--- config.mk ---
export PLATFORM = sky130hd
export DESIGN_NAME = trdb_packet_serializer_flat
export DESIGN_NICKNAME = d
export VERILOG_FILES = /design/src/rtl/trdb_packet_serializer_pkg.sv /design/src/rtl/trdb_packet_serializer_if.sv /design/src/rtl/trdb_packet_serializer_fifo.sv /design/src/rtl/trdb_packet_serializer.sv /design/src/flat_wrapper.sv
export SDC_FILE = /design/constraint.sdc
export NUM_CORES = 1
export LEC_CHECK = 0
export ABC_AREA = 1
export CAP_MARGIN = 0
export CORE_MARGIN = 2
export CORE_UTILIZATION = 40
export CTS_BUF_LIST = sky130_fd_sc_hd__clkbuf_8
export CTS_CLUSTER_DIAMETER = 30
export DETAILED_ROUTE_END_ITERATION = 8
export GPL_TIMING_DRIVEN = 1
export PLACE_DENSITY = 0.58
export SLEW_MARGIN = 20
export SYNTH_ARGS = -nofsm -noshare
export SYNTH_HDL_FRONTEND = slang
export SYNTH_SLANG_ARGS = --single-unit
--- constraint.sdc ---
create_clock -name clk_i -period 7.24 [get_ports clk_i]
set_clock_uncertainty 0.2 [all_clocks]
set_input_delay 0.724 -clock clk_i [delete_from_list [all_inputs] [get_ports clk_i]]
set_output_delay 0.724 -clock clk_i [all_outputs]
set_load 0.03 [all_outputs]
--- src/rtl/trdb_packet_serializer_pkg.sv ---
// ============================================================================
// trdb_packet_serializer_pkg : shared types and constants for the serializer
// Revision 1.0 : initial release
// ============================================================================
`default_nettype none

package trdb_packet_serializer_pkg;

  localparam int PAYLOAD_LEN       = 64;
  localparam int P_LEN             = 4;
  localparam int SER_HDR_LEN       = 8;
  localparam int MAX_PAYLOAD_BYTES = PAYLOAD_LEN / 8;

  typedef struct packed {
    logic [SER_HDR_LEN-1:0] len;
    logic [PAYLOAD_LEN-1:0] payload;
  } trdb_ser_entry_s;

  typedef enum logic [0:0] {
    IDLE = 1'b0,
    SEND = 1'b1
  } trdb_ser_state_e;

endpackage

`default_nettype wire

--- src/rtl/trdb_packet_serializer_if.sv ---
// ============================================================================
// trdb_packet_serializer_if : valid/ready beat stream toward the trace sink
// Revision 1.0 : initial release
// ============================================================================
`default_nettype none

interface trdb_packet_serializer_if #(
  parameter int BEAT_W = 32
);

  logic              beat_valid_o;
  logic [BEAT_W-1:0] beat_data_o;
  logic              beat_last_o;
  logic              beat_ready_i;

  modport master (
    output beat_valid_o,
    output beat_data_o,
    output beat_last_o,
    input  beat_ready_i
  );

  modport slave (
    input  beat_valid_o,
    input  beat_data_o,
    input  beat_last_o,
    output beat_ready_i
  );

endinterface

`default_nettype wire

--- src/rtl/trdb_packet_serializer_fifo.sv ---
// ============================================================================
// trdb_pkt_fifo : whole-packet FIFO, accepts a push when full if it also pops
// Revision 1.0 : initial release
// ============================================================================
`default_nettype none

module trdb_pkt_fifo #(
  parameter int WIDTH = 8,
  parameter int DEPTH = 4
) (
  input  wire logic                       clk,
  input  wire logic                       rst,
  input  wire logic                       push,
  input  wire logic [WIDTH-1:0]           push_data,
  input  wire logic                       pop,
  output logic      [WIDTH-1:0]           head,
  output logic                            full,
  output logic                            empty,
  output logic      [$clog2(DEPTH):0]     count
);

  localparam int c_AW = $clog2(DEPTH);

  logic [WIDTH-1:0] r_mem [DEPTH];
  logic [c_AW:0]    r_wr_ptr;
  logic [c_AW:0]    r_rd_ptr;
  logic             w_do_pop;
  logic             w_do_push;

  assign count     = r_wr_ptr - r_rd_ptr;
  assign empty     = (count == '0);
  assign full      = (count == (c_AW+1)'(DEPTH));
  assign head      = r_mem[r_rd_ptr[c_AW-1:0]];
  assign w_do_pop  = pop && !empty;
  // The slot freed by a same-cycle pop may be reused immediately.
  assign w_do_push = push && (!full || w_do_pop);

  always_ff @(posedge clk) begin
    if (rst) begin
      r_wr_ptr <= '0;
      r_rd_ptr <= '0;
    end else begin
      if (w_do_push) begin
        r_mem[r_wr_ptr[c_AW-1:0]] <= push_data;
        r_wr_ptr                  <= r_wr_ptr + 1'b1;
      end
      if (w_do_pop) begin
        r_rd_ptr <= r_rd_ptr + 1'b1;
      end
    end
  end

endmodule

`default_nettype wire

--- src/rtl/trdb_packet_serializer.sv ---
// ============================================================================
// trdb_packet_serializer : buffers packets, emits length header + payload beats
// Revision 1.0 : initial release
// ============================================================================
`default_nettype none

module trdb_packet_serializer
  import trdb_packet_serializer_pkg::*;
#(
  parameter int BEAT_W = 32,
  parameter int DEPTH  = 4
) (
  input  wire logic                   clk_i,
  input  wire logic                   rst_i,
  input  wire logic                   packet_valid_i,
  input  wire logic [PAYLOAD_LEN-1:0] packet_payload_i,
  input  wire logic [P_LEN-1:0]       payload_length_i,
  trdb_packet_serializer_if.master    beat_if,
  output logic                        overflow_o,
  output logic      [7:0]             drop_cnt_o,
  output logic                        empty_o
);

  localparam int c_NB     = BEAT_W / 8;
  localparam int c_AW     = $clog2(DEPTH);
  localparam int c_STREAM = MAX_PAYLOAD_BYTES + 1;

  trdb_ser_state_e  r_state;
  logic [7:0]       r_beat_idx;
  logic [7:0]       r_drop_cnt;

  logic [P_LEN-1:0] w_len_clamped;
  trdb_ser_entry_s  w_push_entry;
  trdb_ser_entry_s  w_head;
  logic             w_push_req;
  logic             w_push;
  logic             w_pop;
  logic             w_fifo_full;
  logic             w_fifo_empty;
  logic [c_AW:0]    w_fifo_count;
  logic             w_beat_valid;
  logic             w_handshake;
  logic             w_last;
  logic [7:0]       w_last_idx;
  logic [31:0]      w_base;
  logic [7:0]       w_stream [c_STREAM];
  logic [BEAT_W-1:0] w_beat_data;

  assign w_len_clamped = (payload_length_i > P_LEN'(MAX_PAYLOAD_BYTES)) ?
                         P_LEN'(MAX_PAYLOAD_BYTES) : payload_length_i;
  assign w_push_entry  = '{len: SER_HDR_LEN'(w_len_clamped), payload: packet_payload_i};

  assign w_beat_valid = (r_state == SEND);
  assign w_handshake  = w_beat_valid && beat_if.beat_ready_i;
  assign w_last_idx   = 8'((32'(w_head.len) + c_NB) / c_NB - 1);
  assign w_last       = (r_beat_idx == w_last_idx);
  assign w_pop        = w_handshake && w_last;

  // The emitter cannot be stalled, so a push into a full FIFO without a pop is lost.
  assign w_push_req   = packet_valid_i && (payload_length_i != '0) && !rst_i;
  assign w_push       = w_push_req && (!w_fifo_full || w_pop);
  assign overflow_o   = w_push_req && w_fifo_full && !w_pop;

  trdb_pkt_fifo #(
    .WIDTH ($bits(trdb_ser_entry_s)),
    .DEPTH (DEPTH)
  ) u_fifo (
    .clk       (clk_i),
    .rst       (rst_i),
    .push      (w_push),
    .push_data (w_push_entry),
    .pop       (w_pop),
    .head      (w_head),
    .full      (w_fifo_full),
    .empty     (w_fifo_empty),
    .count     (w_fifo_count)
  );

  always_comb begin
    w_stream[0] = w_head.len;
    for (int i = 1; i < c_STREAM; i++) begin
      w_stream[i] = (8'(i) <= w_head.len) ? w_head.payload[8*(i-1) +: 8] : 8'h00;
    end
  end

  assign w_base = 32'(r_beat_idx) * c_NB;

  // Byte lane b of the beat carries stream byte beat_idx*NB + b, zero past the end.
  always_comb begin
    w_beat_data = '0;
    for (int b = 0; b < c_NB; b++) begin
      for (int s = 0; s < c_STREAM; s++) begin
        if (w_base + 32'(b) == 32'(s)) begin
          w_beat_data[8*b +: 8] = w_stream[s];
        end
      end
    end
  end

  always_ff @(posedge clk_i) begin
    if (rst_i) begin
      r_state    <= IDLE;
      r_beat_idx <= '0;
      r_drop_cnt <= '0;
    end else begin
      case (r_state)
        IDLE: begin
          if (!w_fifo_empty || w_push) begin
            r_state <= SEND;
          end
        end
        SEND: begin
          if (w_handshake) begin
            if (w_last) begin
              r_beat_idx <= '0;
              if ((w_fifo_count <= (c_AW+1)'(1)) && !w_push) begin
                r_state <= IDLE;
              end
            end else begin
              r_beat_idx <= r_beat_idx + 8'd1;
            end
          end
        end
        default: r_state <= IDLE;
      endcase
      if (overflow_o && (r_drop_cnt != 8'hFF)) begin
        r_drop_cnt <= r_drop_cnt + 8'd1;
      end
    end
  end

  assign beat_if.beat_valid_o = w_beat_valid;
  assign beat_if.beat_data_o  = w_beat_valid ? w_beat_data : '0;
  assign beat_if.beat_last_o  = w_beat_valid && w_last;
  assign drop_cnt_o           = r_drop_cnt;
  assign empty_o              = w_fifo_empty && (r_state == IDLE);

endmodule

`default_nettype wire

--- src/flat_wrapper.sv ---
// flat-port wrapper written by rule: the top's interface ports become plain ports
module trdb_packet_serializer_flat import trdb_packet_serializer_pkg::*;
#(
  parameter int BEAT_W = 32,
  parameter int DEPTH  = 4
)
  (clk_i, rst_i, packet_valid_i, packet_payload_i, payload_length_i, overflow_o, drop_cnt_o, empty_o, beat_if_beat_valid_o, beat_if_beat_data_o, beat_if_beat_last_o, beat_if_beat_ready_i);
  trdb_packet_serializer_if #(.BEAT_W(BEAT_W)) beat_if_i ();
  input  wire logic clk_i;
  input  wire logic rst_i;
  input  wire logic packet_valid_i;
  input  wire logic [PAYLOAD_LEN-1:0] packet_payload_i;
  input  wire logic [P_LEN-1:0] payload_length_i;
  output logic overflow_o;
  output logic      [7:0] drop_cnt_o;
  output logic empty_o;
  output wire logic [$bits(beat_if_i.beat_valid_o)-1:0] beat_if_beat_valid_o;
  output wire logic [$bits(beat_if_i.beat_data_o)-1:0] beat_if_beat_data_o;
  output wire logic [$bits(beat_if_i.beat_last_o)-1:0] beat_if_beat_last_o;
  input wire logic [$bits(beat_if_i.beat_ready_i)-1:0] beat_if_beat_ready_i;
  assign beat_if_beat_valid_o = beat_if_i.beat_valid_o;
  assign beat_if_beat_data_o = beat_if_i.beat_data_o;
  assign beat_if_beat_last_o = beat_if_i.beat_last_o;
  assign beat_if_i.beat_ready_i = beat_if_beat_ready_i;
  trdb_packet_serializer #(.BEAT_W(BEAT_W), .DEPTH(DEPTH)) u_core (.clk_i(clk_i), .rst_i(rst_i), .packet_valid_i(packet_valid_i), .packet_payload_i(packet_payload_i), .payload_length_i(payload_length_i), .beat_if(beat_if_i), .overflow_o(overflow_o), .drop_cnt_o(drop_cnt_o), .empty_o(empty_o));
endmodule
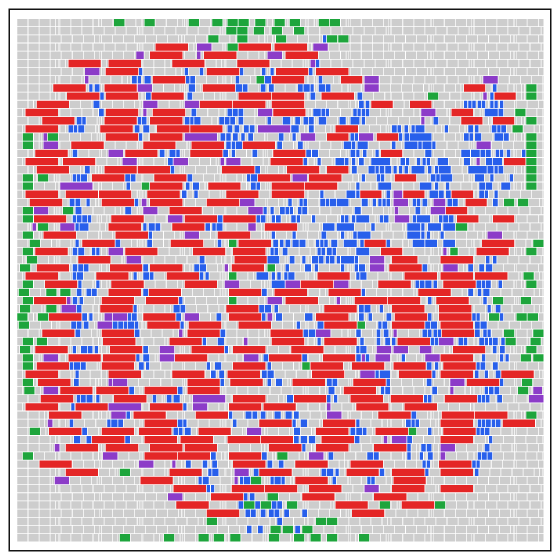
(run_1/class_map.png)
Fill, decap, tap and diode cells in grey.
[green] remaining buffers and delay cells | cells: 126 | share of their area: 8.4%
[purple] clock drivers and dummy loads | cells: 115 | share of their area: 9.1%
[red] registers | cells: 297 | share of their area: 59%
[blue] remaining logic cells | cells: 683 | share of their area: 23%

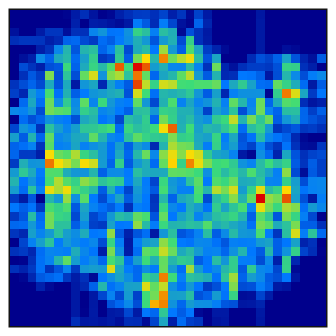
(run_1/route_heat.png)
36 x 36 tiles, from dark blue (low) to red (high), scaled to the fullest tile. Values are wire area over tile area, all layers added.
fullest tile: 0.55
densest ninth of the die: centre
nearly empty tiles: 15%
mean over tiles: 0.15
tiles over half the peak: 13%

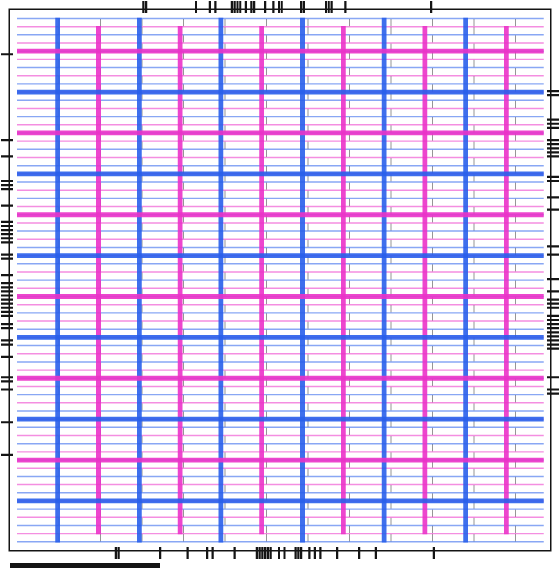
(run_1/floorplan.png)
The bar under the picture is 50 µm long. Pins as bars on the die edge. Tap cells in grey.
[magenta] VDD
[blue] VSS
met5 straps: 12
met4 straps: 12
tap cells: 396
met1 rails: 65
signal pins: 116

==> impl_metrics.ini, run 1 <==
; physical design summary
[run_status]
outcome = finished clean

[clock_tree]
clk_latency_ns = 0.57
cts_buffers = 66
postCtsHoldBufs = 0
post_cts_buffers = 0
root_buffer = clkbuf_8
cts.path.max_buffers = 3
cts.sinks = 297

[critical_path]
critPathMaxFanout = 87
cp_slowest_cell = buf_4
max_stage_delay_ns = 0.78
regToRegSetupSlack_ns = 2.66
worst-path-stages = 10
critPathRequiredTime_ns = 6.32
setup.worst_path.end_class = output pin
worstSetupStartpointType = flop
cp-endpoint = beat_if_beat_data_o[8]
path_class = reg2out
worstPathCellList = buf_4 -> nand2_1 -> nand3_1 -> nand2_2 -> nand2_2 -> inv_2 -> a31oi_2 -> nand3_1 -> a21oi_1 -> clkdlybuf4s50_1

[final_layout]
seq_area_um2 = 8670
largest_register_ffs = 272
clock_buffers = 73
nonClockBufferCount = 126
layout-drive-gt1-share_pct = 11.7
flops = 297
logic_gates = 645
utilization_pct = 49.8
nNetsFinal = 1258
fill_cells = 2702
n_all_inverters = 38
area_growth_pct = 23.1
antenna-diode-count = 0

[grt]
antenna_found_initial = 0
grt_pass1_vias = 8244
grt_max_degree = 97
grt_use_met2_pct = 29.0
global_route.usage.met3_pct = 4.40
grt_pass1_wl_um = 45800
grt_overflow_total = 0

[synth]
synthCells = 1035
synth.top_cells.by_count = edfxtp_1 (272), nor2_1 (162), o21ai_0 (122)
ys_types = 42
synth_area_um2 = 12300
synth-async-reset-ratio_pct = 0
synthXorXnorAreaFrac_pct = 0.852
ys_area_um2 = 12300
yosys.area_share.simple_pct = 13.3
synth_seq_share_pct = 70.3
top_cells_by_area = edfxtp_1 (66%), o21ai_0 (4.9%), nor2_1 (4.9%)
yosysWarningCount = 0
ys_sh_mux_pct = 0
top_cell = edfxtp_1
ff_type = edfxtp_1
synth_area_per_cell_um2 = 11.9
ys.flops = 297
synthAdderAreaFrac_pct = 1.28
edf_count = 272
syn_nets = 1119
topCombFamilyByArea = simple AND/OR/NAND/NOR gates
synthAoiAreaFrac_pct = 11.1

[timing]
rsz0062_at_grt = false
hold_ws_ns = 0.307
worst_pin_slew_ns = 1.07
hold_viol_final = 0
finalSetupTns_ns = 0

[min_path]
hold_depth = 2
hold_path_class = reg2reg
min_from = u_core.u_fifo.r_rd_ptr[1]

[flow_run]
drv_cap = 0

[power]
irDropWorstVdd_mv = 0.141
largestPowerGroup = sequential cells
pg_seq_mw = 1.95
clockPowerShare_pct = 43.5
power_frac_comb_pct = 10.6
intPower_mw = 3.19
sw_frac_of_total_pct = 24.9

[floorplan]
core_area_um2 = 30500
dieHeight_um = 180
die-width_um = 180
std_cell_rows = 64

[detailed_routing]
post_drt_wl_per_cell_um = 18.3
ant_nets = 0
wl_met2_um = 13800
vias = 8382
wl_um = 29500
met1_length_um = 12900
drtIter0Drc = 721
wl_met3_um = 1980

[placement]
place_ws_ns = 2.59
place_congestion = 0.807
io_buffers = 115
run 1: cells in the final DEF, fill, tap and decap left out, types with 6 or more instances in the layout:
cell               n
o21ai_0          122
ha_1              11
clkdlybuf4s50_1  115
nor2_1           158
nand2_1          112
dfxtp_1           23
buf_4             10
nand3_1           40
clkbuf_8          73
nand4_1           16
a21oi_1           57
clkinv_1          17
inv_2              7
nor2_2             6
clkinv_2           7
o22ai_1           56
nor2_4             8
edfxtp_1         272
xor2_1             9
inv_1             37
nor3_1            15
run 1: metrics by stage:
step                      cell area (µm²)  cells
after CTS                           15200   1617
after global placement              13800   1502
final                               15200   1617
after detailed placement            13800   1502
after floorplan                     12300   1035
after global routing                15200   1617
run 1: tightest hold or removal path, stage by stage (launching register included):
cell and delay [ns]:
dfxtp_1 0.32, nand2_1 0.06, a21oi_1 0.07
==> run_1/port_trees.png <==
The bar under the picture is 50 µm long.
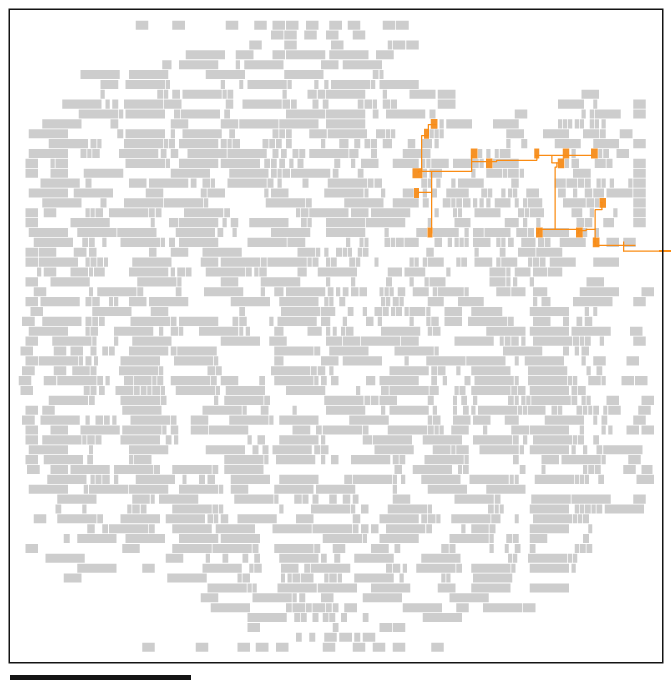

--- run 2 (diff from run 1) ---
==> constraint.sdc (replaced) <==
create_clock -name clk_i -period 5.1 [get_ports clk_i]
set_clock_uncertainty 0.2 [all_clocks]
set_input_delay 0.51 -clock clk_i [delete_from_list [all_inputs] [get_ports clk_i]]
set_output_delay 0.51 -clock clk_i [all_outputs]
set_load 0.03 [all_outputs]
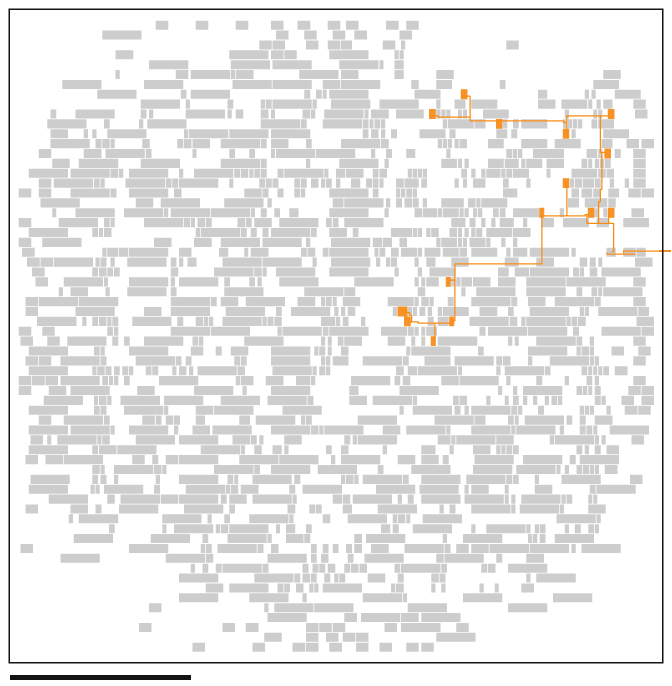
(run_2/port_trees.png)
The bar under the picture is 50 µm long.
[orange] `rst_i` | bits: 1 | direction: input | end cells: 15 | buffers: 2 | wire: 240 µm

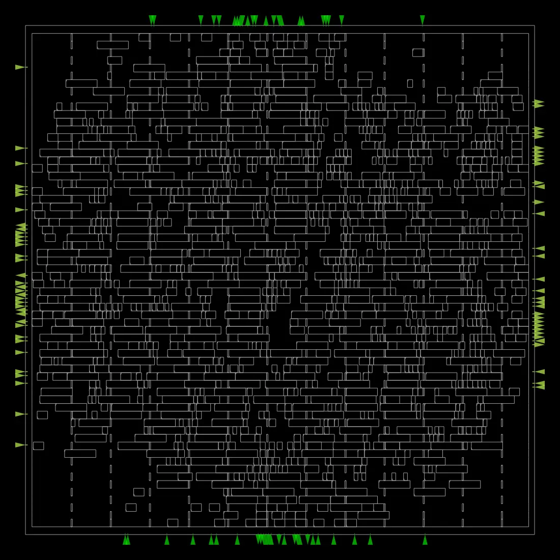
(run_2/placed.png)
# rows: 64
fin util: 50.2%
Tapcells: 396

==> run 2 against run 1 <==
  * Global-route usage is 0.15 points lower
  * Cell area is 0.91% higher
  * Clock power is 54% higher
  * Register-to-register slack worse by 1.6 ns
==> impl_metrics.ini, run 2 <==
; physical design summary
[run_status]
outcome = finished clean

[grt]
grt_pass1_wl_um = 46000
grt_max_degree = 101
global_route.usage.met3_pct = 4.07
grt_pass1_vias = 8325
top_usage_layer = met2
gr-usage-met1_pct = 23.3
grt_overflow_total = 0
antenna_found_initial = 2
grt_use_met2_pct = 29.7
grt_use_total_pct = 18.0

[detailed_routing]
ant_nets = 0
drtIter0Drc = 526
route.detailed.drc = 0
wl_um = 29500
viasPerCell = 5.18
vias = 8430
post_drt_wl_per_cell_um = 18.1
drt-pass1-iter-count = 5

[power]
power_frac_comb_pct = 10.3
largestPowerGroup = the clock network
irDropWorstVdd_mv = 0.230
p_clk_mw = 2.84
sw_frac_of_total_pct = 25.1
pg_seq_mw = 2.77
total_power_mw = 6.26
power.leakage_nw = 5.39
powerComb_uw = 643
clockPowerShare_pct = 45.5
p_seq_share_pct = 44.3
p_per_area_nw_per_um2 = 408
p_sw_mw = 1.57
intPower_mw = 4.69

[timing]
max_freq_mhz = 210
worst_pin_slew_ns = 1.04
hold_viol_final = 0
hold_ws_ns = 0.301
rsz0062_at_grt = false
max_slew_margin_pct = 31.0
period_used_pct = 93.4
slew_violations = 0
setup_ws_ns = 0.337
period_needed_ns = 4.76
finalSetupTns_ns = 0
setup_viol = 0

[min_path]
hold_path_class = reg2reg
min_from = u_core.u_fifo.r_rd_ptr[1]
hold_depth = 2

[placement]
place_hpwl_um = 17600
place_congestion = 0.796
place_ws_ns = 0.886
place_area_um2 = 13900
dp.cells = 1504
io_buffers = 115

[synth]
yosysWarningCount = 0
ys_sh_mux_pct = 0
synth_area_per_cell_um2 = 11.9
largest_area_cell = edfxtp_1
synth.top_cells.by_count = edfxtp_1 (272), nor2_1 (162), o21ai_0 (122)
synthCells = 1035
yosys.area_share.simple_pct = 13.3
syn_nets = 1119
synthAoiAreaFrac_pct = 11.1
top_cell = edfxtp_1
synth_area_um2 = 12300
synthXorXnorAreaFrac_pct = 0.852
ys_area_um2 = 12300
edf_count = 272
synth_seq_share_pct = 70.3
ys.flops = 297
top_cell_area_share_pct = 66.2
ff_type = edfxtp_1
topCombFamilyByArea = simple AND/OR/NAND/NOR gates
yosys_cells = 1035
synthAdderAreaFrac_pct = 1.28
synth-async-reset-ratio_pct = 0
top_cells_by_area = edfxtp_1 (66%), o21ai_0 (4.9%), nor2_1 (4.9%)
ys_types = 42

[final_layout]
final_area_um2 = 15300
area_growth_pct = 24.2
antenna-diode-count = 0
largest_register_ffs = 272
layout-drive-gt1-share_pct = 12.6
final_cell_mix = edfxtp_1 (272), nor2_1 (158), o21ai_0 (122), clkdlybuf4s50_1 (115), nand2_1 (112)
final_common_cell = edfxtp_1
nNetsFinal = 1263
fin_cells = 1627

[critical_path]
path_class = reg2out
r2r_cells = 11
critPathMaxFanout = 74
cp-endpoint = beat_if_beat_data_o[5]
arrival_ns = 4.05
worstSetupStartpointType = flop
r2r_end = u_core.u_fifo.r_mem[3][57]
regToRegSetupSlack_ns = 1.02
setup.worst_path.end_class = output pin
critPathRequiredTime_ns = 4.39

[clock_tree]
root_buffer = clkbuf_8
cts.path.max_buffers = 3
htree_levels = 3
clk_latency_ns = 0.57
tritoncts = done
cts.sinks = 297
post_cts_buffers = 0
cts.clk_slew.worst_paths_ns = 0.06
postCtsResizedCells = 0
postCtsHoldBufs = 0
cts_buffers = 69

[floorplan]
core_area_um2 = 30500
dieArea_um2 = 32300
initial_utilization_pct = 40.4
io_pins = 116
die-width_um = 180
dieHeight_um = 180

[flow_run]
log.warning_count = 35
drv_cap = 0
==> run 2: critical path: stages, from the launching register on <==
cell and delay (ns):
dfxtp_4 0.47, clkinv_2 0.25, buf_4 0.46, buf_4 0.71
o21ai_0 0.15, o22ai_1 0.20, a21oi_1 0.09, nor3_1 0.36
clkdlybuf4s50_1 0.74
==> run 2: routing by layer <==
metal  part of all wire, %  vias to the layer above  routed length [µm]
li1                      -                     4059                   -
met2                    48                      207               14300
met3                   4.7                       68                1400
met5                 0.041                        -                  12
met4                   2.7                        2                 800
met1                    44                     4094               13000
==> run 2: final cells by class <==
cell class	instances	area, µm²
Clock buffer	71	977
Multi-Input combinational cell	645	3300
Inverter	38	144
Fill cell	2730	15200
Sequential cell	297	8670
Clock inverter	52	487
Timing Repair Buffer	128	1250
Tap cell	396	495
Power figures rest on the tool's default switching activity, not on a simulated workload.
